Figure 1. M1 wires (run 1).
Bar = 50 microns. Supply wires on this layer in grey.
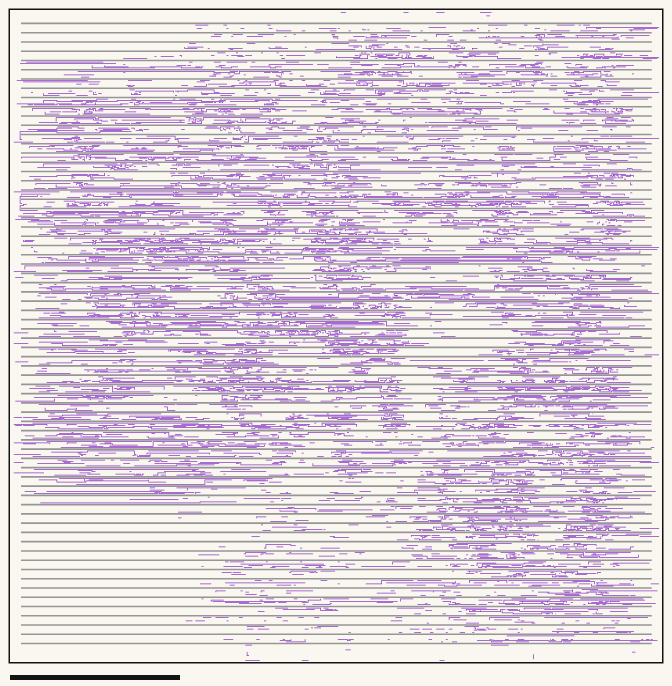
Figure 2. Met2 routing (run 1).
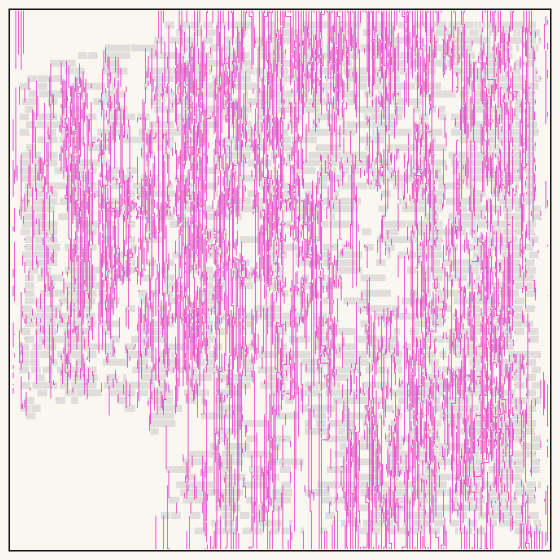
Figure 3. M3 wires (run 1).
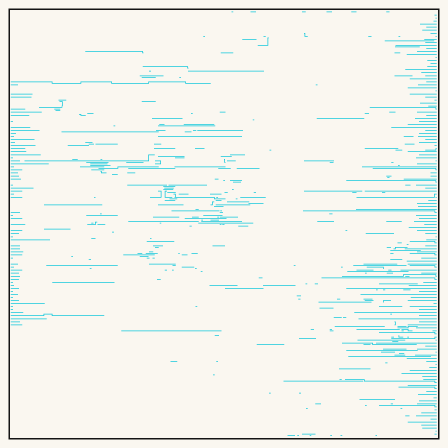
Figure 4. The metal 4 layer (run 1).
Bar = 50 microns. Supply wires on this layer in grey.
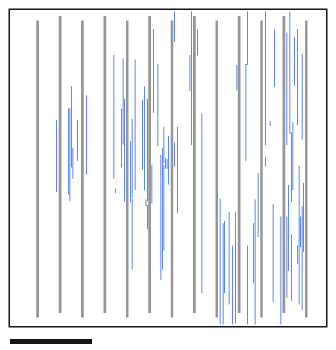
### src/rtl/bp_axi4_lite_to_bedrock.sv
// rtl/bp_axi4_lite_to_bedrock.sv - AXI4-Lite subordinate bridging single-beat reads/writes to BedRock IO uncached commands.
// Optional response timeout: define BP_AXIL_TIMEOUT_EN.
module bp_axi4_lite_to_bedrock
  #(parameter int paddr_width_p = 40
   ,parameter int lce_id_width_p = 8
   ,parameter int axi_addr_width_p = 28
   ,parameter int axi_data_width_p = 64
   ,parameter int axi_wstrb_width_p = axi_data_width_p/8
   ,parameter logic [paddr_width_p-1:0] base_addr_p = '0
   ,parameter int timeout_cycles_p = 1024
   ,localparam int dword_width_gp = 64
   ,localparam int io_mem_msg_header_width_lp = lce_id_width_p + 8 + 3 + paddr_width_p + 8
  )
  (input  logic                                  clk_i
  ,input  logic                                  reset_n_i
  ,input  logic [axi_addr_width_p-1:0]           awaddr_i
  ,input  logic [2:0]                            awprot_i
  ,input  logic                                  awvalid_i
  ,output logic                                  awready_o
  ,input  logic [axi_data_width_p-1:0]           wdata_i
  ,input  logic [axi_wstrb_width_p-1:0]          wstrb_i
  ,input  logic                                  wvalid_i
  ,output logic                                  wready_o
  ,output logic [1:0]                            bresp_o
  ,output logic                                  bvalid_o
  ,input  logic                                  bready_i
  ,input  logic [axi_addr_width_p-1:0]           araddr_i
  ,input  logic [2:0]                            arprot_i
  ,input  logic                                  arvalid_i
  ,output logic                                  arready_o
  ,output logic [axi_data_width_p-1:0]           rdata_o
  ,output logic [1:0]                            rresp_o
  ,output logic                                  rvalid_o
  ,input  logic                                  rready_i
  ,output logic [io_mem_msg_header_width_lp-1:0] io_cmd_header_o
  ,output logic [dword_width_gp-1:0]             io_cmd_data_o
  ,output logic                                  io_cmd_v_o
  ,input  logic                                  io_cmd_ready_and_i
  ,output logic                                  io_cmd_last_o
  ,input  logic [io_mem_msg_header_width_lp-1:0] io_resp_header_i
  ,input  logic [dword_width_gp-1:0]             io_resp_data_i
  ,input  logic                                  io_resp_v_i
  ,output logic                                  io_resp_yumi_o
  ,input  logic                                  io_resp_last_i
  );

  localparam logic [3:0] e_uc_rd = 4'd2;
  localparam logic [3:0] e_uc_wr = 4'd3;

  typedef enum logic [2:0] {e_ready, e_send_cmd, e_wait_resp, e_send_r, e_send_b} state_e;
  state_e state_q;

  logic aw_full_q, aw_full_d, w_full_q, w_full_d, awready_q, wready_q, rr_q;
  logic [axi_addr_width_p-4:0]  awaddr_q;
  logic [axi_data_width_p-1:0]  wdata_q;
  logic [axi_wstrb_width_p-1:0] wstrb_q;
  logic                         is_read_q, cmd_v_q, rvalid_q, bvalid_q;
  logic [3:0]                   msg_q;
  logic [2:0]                   size_q, off_q;
  logic [paddr_width_p-1:0]     addr_q;
  logic [dword_width_gp-1:0]    data_q, rdata_q;
  logic [1:0]                   bresp_q, rresp_q;

  logic wr_pend, ar_grant, w_grant, st_ok, resp_take;
  logic [2:0] st_size, st_off;
  logic [63:0] st_shift, st_data;
  logic [1:0] resp_code;
  logic unused;

  // Strobe decode: only naturally aligned power-of-two runs map onto a BedRock size.
  always_comb begin
    st_ok = 1'b1;
    st_size = 3'd3;
    st_off = 3'd0;
    case (wstrb_q)
      8'hFF: ;
      8'h0F: st_size = 3'd2;
      8'hF0: begin st_size = 3'd2; st_off = 3'd4; end
      8'h03: st_size = 3'd1;
      8'h0C: begin st_size = 3'd1; st_off = 3'd2; end
      8'h30: begin st_size = 3'd1; st_off = 3'd4; end
      8'hC0: begin st_size = 3'd1; st_off = 3'd6; end
      8'h01: st_size = 3'd0;
      8'h02: begin st_size = 3'd0; st_off = 3'd1; end
      8'h04: begin st_size = 3'd0; st_off = 3'd2; end
      8'h08: begin st_size = 3'd0; st_off = 3'd3; end
      8'h10: begin st_size = 3'd0; st_off = 3'd4; end
      8'h20: begin st_size = 3'd0; st_off = 3'd5; end
      8'h40: begin st_size = 3'd0; st_off = 3'd6; end
      8'h80: begin st_size = 3'd0; st_off = 3'd7; end
      default: st_ok = 1'b0;
    endcase
    st_shift = wdata_q >> {st_off, 3'b000};
    case (st_size)
      3'd0:    st_data = {8{st_shift[7:0]}};
      3'd1:    st_data = {4{st_shift[15:0]}};
      3'd2:    st_data = {2{st_shift[31:0]}};
      default: st_data = st_shift;
    endcase
  end

  assign wr_pend   = aw_full_q & w_full_q;
  assign ar_grant  = (state_q == e_ready) & arvalid_i & (~wr_pend | ~rr_q);
  assign w_grant   = (state_q == e_ready) & wr_pend & (~arvalid_i | rr_q);
  assign aw_full_d = (aw_full_q | (awvalid_i & awready_q)) & ~w_grant;
  assign w_full_d  = (w_full_q | (wvalid_i & wready_q)) & ~w_grant;
  assign resp_code = (io_resp_header_i[3:0] != msg_q) ? 2'b10 : 2'b00;

  assign awready_o       = awready_q;
  assign wready_o        = wready_q;
  assign arready_o       = ar_grant;
  assign bvalid_o        = bvalid_q;
  assign bresp_o         = bresp_q;
  assign rvalid_o        = rvalid_q;
  assign rresp_o         = rresp_q;
  assign rdata_o         = rdata_q;
  assign io_cmd_v_o      = cmd_v_q;
  assign io_cmd_last_o   = cmd_v_q;
  assign io_cmd_data_o   = data_q;
  assign io_cmd_header_o = {{(lce_id_width_p+8){1'b0}}, size_q, addr_q, 4'b0000, msg_q};
  assign unused = ^{awprot_i, arprot_i, io_resp_last_i, io_resp_header_i[io_mem_msg_header_width_lp-1:4]};

`ifdef BP_AXIL_TIMEOUT_EN
  localparam int cnt_w_lp = $clog2(timeout_cycles_p + 1);
  logic [cnt_w_lp-1:0] cnt_q;
  logic drop_q;
  // A stale response after a timeout is swallowed in whatever state it turns up.
  assign resp_take      = io_resp_v_i & ~drop_q;
  assign io_resp_yumi_o = io_resp_v_i & ((state_q == e_wait_resp) | drop_q);
`else
  assign resp_take      = io_resp_v_i;
  assign io_resp_yumi_o = io_resp_v_i & (state_q == e_wait_resp);
`endif

  always_ff @(posedge clk_i or negedge reset_n_i) begin
    if (!reset_n_i) begin
      state_q <= e_ready;
      aw_full_q <= 1'b0; w_full_q <= 1'b0; awready_q <= 1'b0; wready_q <= 1'b0; rr_q <= 1'b0;
      awaddr_q <= '0; wdata_q <= '0; wstrb_q <= '0;
      is_read_q <= 1'b0; cmd_v_q <= 1'b0; rvalid_q <= 1'b0; bvalid_q <= 1'b0;
      msg_q <= '0; size_q <= '0; off_q <= '0; addr_q <= '0; data_q <= '0; rdata_q <= '0;
      bresp_q <= '0; rresp_q <= '0;
`ifdef BP_AXIL_TIMEOUT_EN
      cnt_q <= '0; drop_q <= 1'b0;
`endif
    end else begin
      aw_full_q <= aw_full_d;
      w_full_q  <= w_full_d;
      awready_q <= ~aw_full_d;
      wready_q  <= ~w_full_d;
      if (awvalid_i & awready_q) awaddr_q <= awaddr_i[axi_addr_width_p-1:3];
      if (wvalid_i & wready_q) begin wdata_q <= wdata_i; wstrb_q <= wstrb_i; end
`ifdef BP_AXIL_TIMEOUT_EN
      if (drop_q & io_resp_v_i) drop_q <= 1'b0;
`endif
      case (state_q)
        e_ready: begin
          if (ar_grant) begin
            rr_q <= ~rr_q; is_read_q <= 1'b1; msg_q <= e_uc_rd; size_q <= 3'd3;
            addr_q <= base_addr_p + paddr_width_p'(araddr_i); off_q <= araddr_i[2:0];
            data_q <= '0; cmd_v_q <= 1'b1; state_q <= e_send_cmd;
          end else if (w_grant) begin
            rr_q <= ~rr_q; is_read_q <= 1'b0;
            if (st_ok) begin
              msg_q <= e_uc_wr; size_q <= st_size; off_q <= st_off; data_q <= st_data;
              addr_q <= base_addr_p + paddr_width_p'({awaddr_q, st_off});
              cmd_v_q <= 1'b1; state_q <= e_send_cmd;
            end else begin
              bresp_q <= 2'b10; bvalid_q <= 1'b1; state_q <= e_send_b;
            end
          end
        end
        e_send_cmd: if (io_cmd_ready_and_i) begin
          cmd_v_q <= 1'b0; state_q <= e_wait_resp;
`ifdef BP_AXIL_TIMEOUT_EN
          cnt_q <= '0;
`endif
        end
        e_wait_resp: begin
          if (resp_take) begin
            rdata_q <= io_resp_data_i << {off_q, 3'b000};
            if (is_read_q) begin rvalid_q <= 1'b1; rresp_q <= resp_code; state_q <= e_send_r; end
            else begin bvalid_q <= 1'b1; bresp_q <= resp_code; state_q <= e_send_b; end
          end
`ifdef BP_AXIL_TIMEOUT_EN
          else if (cnt_q == cnt_w_lp'(timeout_cycles_p - 1)) begin
            drop_q <= 1'b1; rdata_q <= '0;
            if (is_read_q) begin rvalid_q <= 1'b1; rresp_q <= 2'b11; state_q <= e_send_r; end
            else begin bvalid_q <= 1'b1; bresp_q <= 2'b11; state_q <= e_send_b; end
          end else cnt_q <= cnt_q + 1'b1;
`endif
        end
        e_send_r: if (rready_i) begin rvalid_q <= 1'b0; state_q <= e_ready; end
        e_send_b: if (bready_i) begin bvalid_q <= 1'b0; state_q <= e_ready; end
        default: state_q <= e_ready;
      endcase
    end
  end

endmodule
### config.mk
export PLATFORM = sky130hd
export DESIGN_NAME = bp_axi4_lite_to_bedrock
export DESIGN_NICKNAME = d
export VERILOG_FILES = /design/src/rtl/bp_axi4_lite_to_bedrock.sv
export SDC_FILE = /design/constraint.sdc
export NUM_CORES = 1
export LEC_CHECK = 0
export CAP_MARGIN = 5
export CORE_MARGIN = 3
export CORE_UTILIZATION = 44
export DETAILED_ROUTE_END_ITERATION = 7
export PLACE_DENSITY = 0.78
export SYNTH_ARGS = -nofsm -noshare
export SYNTH_HDL_FRONTEND = slang
export SYNTH_SLANG_ARGS = --single-unit
### constraint.sdc
create_clock -name clk_i -period 3.5 [get_ports clk_i]
set_input_delay 0.35 -clock clk_i [delete_from_list [all_inputs] [get_ports clk_i]]
set_output_delay 0.35 -clock clk_i [all_outputs]
set_load 0.01 [all_outputs]
==> impl_metrics.tcl, run 1 <==
# yosys + openroad results
set metrics [dict create \
    overflow 0 \
    worst_pin_slew_ns 0.914 \
    drc 0 \
    cts_max_level 1 \
    swShare_pct 41.3 \
    slew-limit-headroom_pct 38.9 \
    outcome "complete, no violations" \
    yosys_cells 1455 \
    async_reset_ff_share_pct 100 \
    cp-startpoint "wstrb_q[7]$_DFFE_PN0P_" \
    worst_slack_ns 0.329 \
    crit_family "simple AND/OR/NAND/NOR gates" \
    utilization_pct 60.3 \
    combPwrFrac_pct 51.3 \
    initial_core_util_pct 44.9 \
    p_leak_nw 8.63 \
    clk_pin_slew_worst_paths_ns 0.07 \
    vdd_drop_max_mv 0.468 \
    worstHoldPathCells 3 \
    cp_cell_sequence "or4b_1, o311ai_1, nand2_2, buf_4, buf_4, mux2i_1, o22ai_1, nor3b_2, o221ai_1" \
    final_area_sq_mm 0.0204 \
    switching_power_w 0.00820 \
    numCtsBuffers 31 \
    worstPathArrival_ns 3.61 \
    yosysUniqueCellTypes 93 \
    clock_sinks 271 \
    finalMaxSlewViolations 0 \
    criticalPathCategory "reg2reg" \
    seqPwrFrac_pct 31.6 \
    gp_congestion 0.944 \
    ant_nets 0 \
    dr.pass1.iters 6 \
    cts_hold_buf 1 \
    worst_setup_path_end_kind "flop" \
    p_int_w 0.0116 \
    cts_tree "done" \
    startpoint_type "flop" \
    r2r_slack_ns 0.33 \
    hold_viol 0 \
    hold_path.class "in2reg" \
]
-- Figure 1 (at the start) --
share of all routed wire: 38%
main direction: horizontal
longest straight run: 62.6 microns
wire length on this layer: 20.1 mm

-- Figure 2 (at the start) --
main direction: vertical
longest straight run: 83.5 microns

-- Figure 3 (at the start) --
longest straight run: 58.9 microns
main direction: horizontal
share of all routed wire: 7.4%

-- Figure 4 (at the start) --
wire length on this layer: 3,230 microns
nets with wire on the layer: 67

[run 1: cells in the mapped netlist (4+ instances only)]
library cell  number  share of area, %
a2111oi_0          8              0.46
a211oi_1          24               1.2
a211oi_2           4              0.33
a21oi_1           63               2.1
a221o_1            8              0.53
a22o_1            42               2.4
a22oi_1           10              0.50
a2bb2oi_1          5              0.29
a31oi_1           32               1.3
a32o_1             8              0.53
and2_1             4              0.17
buf_1             12              0.30
buf_2             22              0.73
buf_4             41               2.0
buf_6             15               1.1
clkbuf_1          57               1.4
dfrtp_1          271                45
inv_1             15              0.37
mux2_2           119               8.8
mux2i_1          125               8.3
mux4_2             7               1.0
nand2_1          178               4.4
nand3_1           26              0.86
nor2_1            91               2.3
nor2b_1           10              0.41
nor3_1             6              0.20
nor4_1             4              0.17
o211a_1            4              0.26
o211ai_1           4              0.20
o21a_1            14              0.69
o21ai_0           68               2.2
o21ai_1           10              0.33
o221ai_1          13              0.75
o22a_1            14              0.81
o22ai_1           10              0.41
o31ai_1           10              0.50
o31ai_2            7              0.58
[run 1: cell families after synthesis]
kind of cell           Yosys count  share of synthesized area, %
buffers and inverters          164                          6.07
XOR/XNOR                         7                         0.578
other                            1                        0.0247
flip-flops                     271                          44.7
AND-OR/OR-AND                  384                          18.2
AND/OR/NAND/NOR                373                          11.8
multiplexers                   255                          18.6
[run 1: layout make-up]
type                       count  area, sq um
inverter                      16         60.1
tap                          448          561
clock buffer                  43          861
clock inverter                13          204
antenna                        1         2.50
timing repair buffer         434         4310
sequential                   271         6780
fill                        2780        13400
multi-input combinational   1056         7610
[run 1: layer usage]
| layer | global-route usage [%] | part of all wire [%] | up-vias |
|---|---|---|---|
| met1 | 33.6 | 38 | 6617 |
| met3 | 5.07 | 7.4 | 148 |
| li1 | - | - | 5988 |
| met2 | 47.9 | 49 | 645 |
| met4 | 14.6 | 6.1 | 4 |
| met5 | 0 | 0.043 | - |
[run 1: through the flow]
step / instances / power (W)
final: 2282 / 0.0198
after global placement: 2224 / 0.0162
after detailed placement: 2224 / 0.0164
after floorplan: 1491 / 0.0118
after global routing: 2281 / 0.0210
after CTS: 2281 / 0.0199
[run 1: tightest hold or removal path: stages]
cell and delay [ns]:
clkdlybuf4s50_1 0.39, nand2_1 0.06, a31oi_1 0.07
[run 1: state kept, by name (all words and copies together), names as in the netlist, 2 cells and up]
register       count
wstrb_q            8
wdata_q           64
addr_q            26
awaddr_q          25
state_q            3
io_cmd_data_o     64
msg_q              2
size_q             2
rdata_o           64
off_q              2
[run 1: power by group through the flow]
stage	sequential (W)	clock [W]	combinational, W
finish	0.00628	0.00339	0.0102
global route	0.00645	0.00360	0.0109
CTS	0.00625	0.00345	0.0102
detailed placement	0.00628	0	0.0101
global placement	0.00624	0	0.00992
floorplan	0.00598	0	0.00584
Figure 5. Routing congestion (run 1).
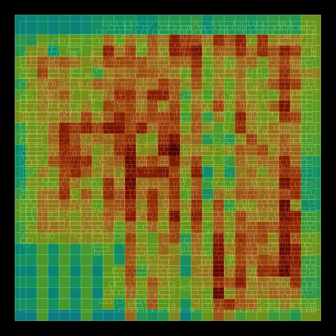

==> inputs of run 2 (changes only) <==
- PLACE_DENSITY: 0.78 -> 0.77
Figure 6. Routing congestion (run 2).
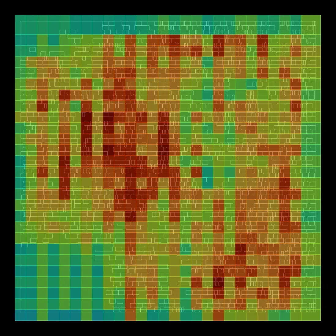
Util after Layout: 60.6%
wire per inst: 22.8 microns

Figure 7. M1 wires (run 2).
Bar = 50 microns. Supply wires on this layer in grey.
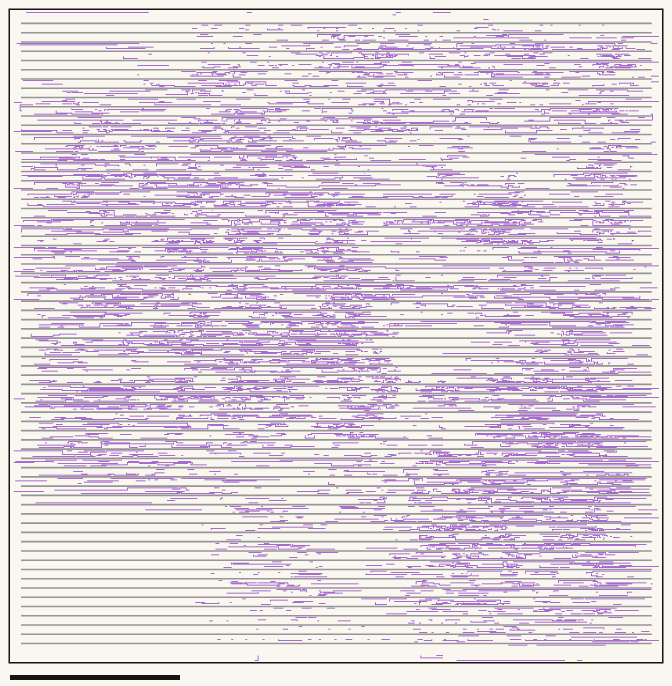
longest straight run: 63.5 microns
wire length on this layer: 19,500 microns

Figure 8. The metal 4 layer (run 2).
Bar = 50 microns. Supply wires on this layer in grey.
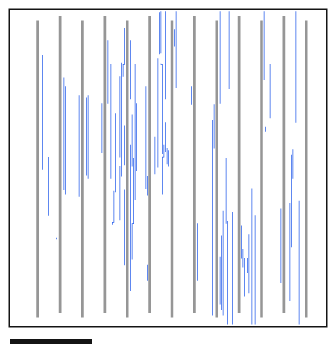
nets with wire on the layer: 58
share of all routed wire: 5.6%
main direction: vertical
longest straight run: 118 microns
wire length on this layer: 2,890 microns

==> impl_metrics.tcl, run 2 <==
# yosys + openroad results
set metrics [dict create \
    clk_pin_slew_worst_paths_ns 0.06 \
    hold_path.class "in2reg" \
    design.core.area_sq_mm 0.0338 \
    initial_core_util_pct 44.9 \
    grt_util_met3_pct 4.62 \
    p_leak_nw 8.64 \
    worstPathArrival_ns 2.81 \
    synthCells 1455 \
    busiest_layer "met2" \
    ant_nets 0 \
    drc 0 \
    top_cells_by_area "dfrtp_1 (45%), mux2_2 (8.8%), mux2i_1 (8.3%)" \
    worst_setup_path_end_kind "output pin" \
    vias_per_cell 5.85 \
    slew-limit-headroom_pct 40.9 \
    clock_sinks 271 \
    startpoint_type "flop" \
    async_reset_ff_share_pct 100 \
    period_used_pct 90.3 \
    vdd_drop_max_mv 0.565 \
    numCtsBuffers 31 \
    outcome "complete, no violations" \
    die_area_sq_mm 0.0367 \
    period_minus_slack_ns 3.16 \
    hold_viol 0 \
    grt_pass1_vias 13100 \
    dp_hpwl_microns 39400 \
    cp_cell_sequence "or4_1, inv_1, clkdlybuf4s50_1" \
    r2r_slack_ns 0.43 \
    ys_seq_share_pct 44.7 \
    drtIter0Drc 1251 \
    row_count 67 \
    clock_skew_ns 0.00948 \
    r2r_cells 8 \
    cts_tree "done" \
    use_met2_pct 47.1 \
    power_per_cell_area_mw_per_mm2 970 \
    die_x_microns 192 \
    criticalPathCategory "reg2out" \
    gp_congestion 0.972 \
    setup_viol 0 \
    max_freq_mhz 317 \
    overflow 0 \
    finalMaxSlewViolations 0 \
    grt_max_degree 115 \
    max_cap_viol_count 0 \
    drive_above_1_share_pct 16.6 \
    yosysTopAreaCell "dfrtp_1" \
    antenna_cells 0 \
    ys_warn_count 0 \
    most_common_cell "dfrtp_1" \
    cpPeakStageDelay_ns 0.96 \
    yosys_cells 1455 \
    met1_usage_pct 33.3 \
    synthTopCellsByCount "dfrtp_1 (271), nand2_1 (178), mux2i_1 (125)" \
    antenna_found_initial 3 \
    final.fill_count 2785 \
    worstHoldPathCells 3 \
    top_cell_area_share_pct 44.7 \
    yosysUniqueCellTypes 93 \
    dr.pass1.iters 6 \
    hold_end "addr_q[18]$_DFFE_PN0P_" \
    lay_top_count "clkdlybuf4s50_1" \
    layout_top_cells "clkdlybuf4s50_1 (370), dfrtp_1 (269), nand2_1 (177)" \
    cts_max_level 1 \
    worst_pin_slew_ns 0.886 \
]
-- run 2: cell count changes in the layout (fill, tap and decap cells not counted), sizes merged --
| cell | delta |
|---|---|
| bufinv | -1 |
| clkbuf | -2 |
| clkinvlp | +7 |
| diode | -1 |
| clkinv | -3 |
| inv | +1 |
-- run 2: logic make-up after synthesis --
group | count (synthesis) | share of synthesized area (%)
AOI/OAI and AO/OA | 384 | 18.2
xor gates and xnor gates | 7 | 0.578
buffers and inverters | 164 | 6.07
DFF | 271 | 44.7
muxes | 255 | 18.6
other | 1 | 0.0247
and+or+nand+nor | 373 | 11.8
-- run 2: how the worst max path moves through the flow --
stage	startpoint	to	slack [ns]	depth (start not counted)
global placement	arvalid_i	io_cmd_data_o[1]$_DFFE_PN0P_	0.55	6
floorplan	wstrb_q[1]$_DFFE_PN0P_	io_cmd_data_o[48]$_DFFE_PN0P_	0.93	10
detailed placement	arvalid_i	io_cmd_data_o[4]$_DFFE_PN0P_	0.46	6
global route	wstrb_q[4]$_DFFE_PN0P_	io_cmd_data_o[32]$_DFFE_PN0P_	0.21	8
finish	state_q[0]$_DFFE_PN0P_	arready_o	0.34	3
CTS	state_q[0]$_DFFE_PN0P_	arready_o	0.34	3
-- run 2: cell type report --
class | count | area [sq um] | share of cell area, %
timing repair buffer | 434 | 4320 | 21.1
inverter | 16 | 60.1 | 0.294
clock buffer | 41 | 903 | 4.41
sequential | 271 | 6780 | 33.2
tap | 448 | 561 | 2.74
clock inverter | 17 | 226 | 1.11
multi-input combinational | 1056 | 7610 | 37.2
-- run 2: worst max-delay path, delay by kind of cell, from the launching register on --
family	cells	cell delay (ns)
and+or+nand+nor	1	0.96
buffers and inverters	2	0.74
DFF	1	0.52
-- run 2: per-layer routing --
layer,vias to the layer above,part of all wire (%)
met3,152,7.6
met2,676,49
met4,6,5.6
li1,5996,-
met1,6522,38
met5,-,0.071
-- run 2: per-stage QoR --
step / total power, W / cells / hold WS (ns) / setup slack (ns) / instance area [sq um]
2_1_floorplan: 0.0118 / 1491 / 0.0544 / 0.932 / 15300
3_3_place_gp: 0.0161 / 2224 / 0.455 / 0.547 / 19300
3_5_place_dp: 0.0163 / 2224 / 0.466 / 0.462 / 19300
4_1_cts: 0.0199 / 2283 / 0.316 / 0.340 / 20500
5_1_grt: 0.0210 / 2283 / 0.347 / 0.208 / 20500
6_report: 0.0199 / 2283 / 0.335 / 0.341 / 20500
-- run 2: what timing repair did --
| action | 4_1_cts | 5_1_grt |
|---|---|---|
| setup buffers | 0 | 0 |
| hold buffers | 1 | 0 |
| endpoints found under the hold margin | 111 | 0 |
| gates resized | 0 | 0 |
-- run 2: where the power goes --
part           leakage (nW)  total [W]  internal, W  switching [W]
logic                  4.79     0.0100      0.00491        0.00512
clock network         0.533    0.00349      0.00212        0.00137
registers              3.32    0.00633      0.00466        0.00167
Power is estimated from default activity; no workload was simulated.
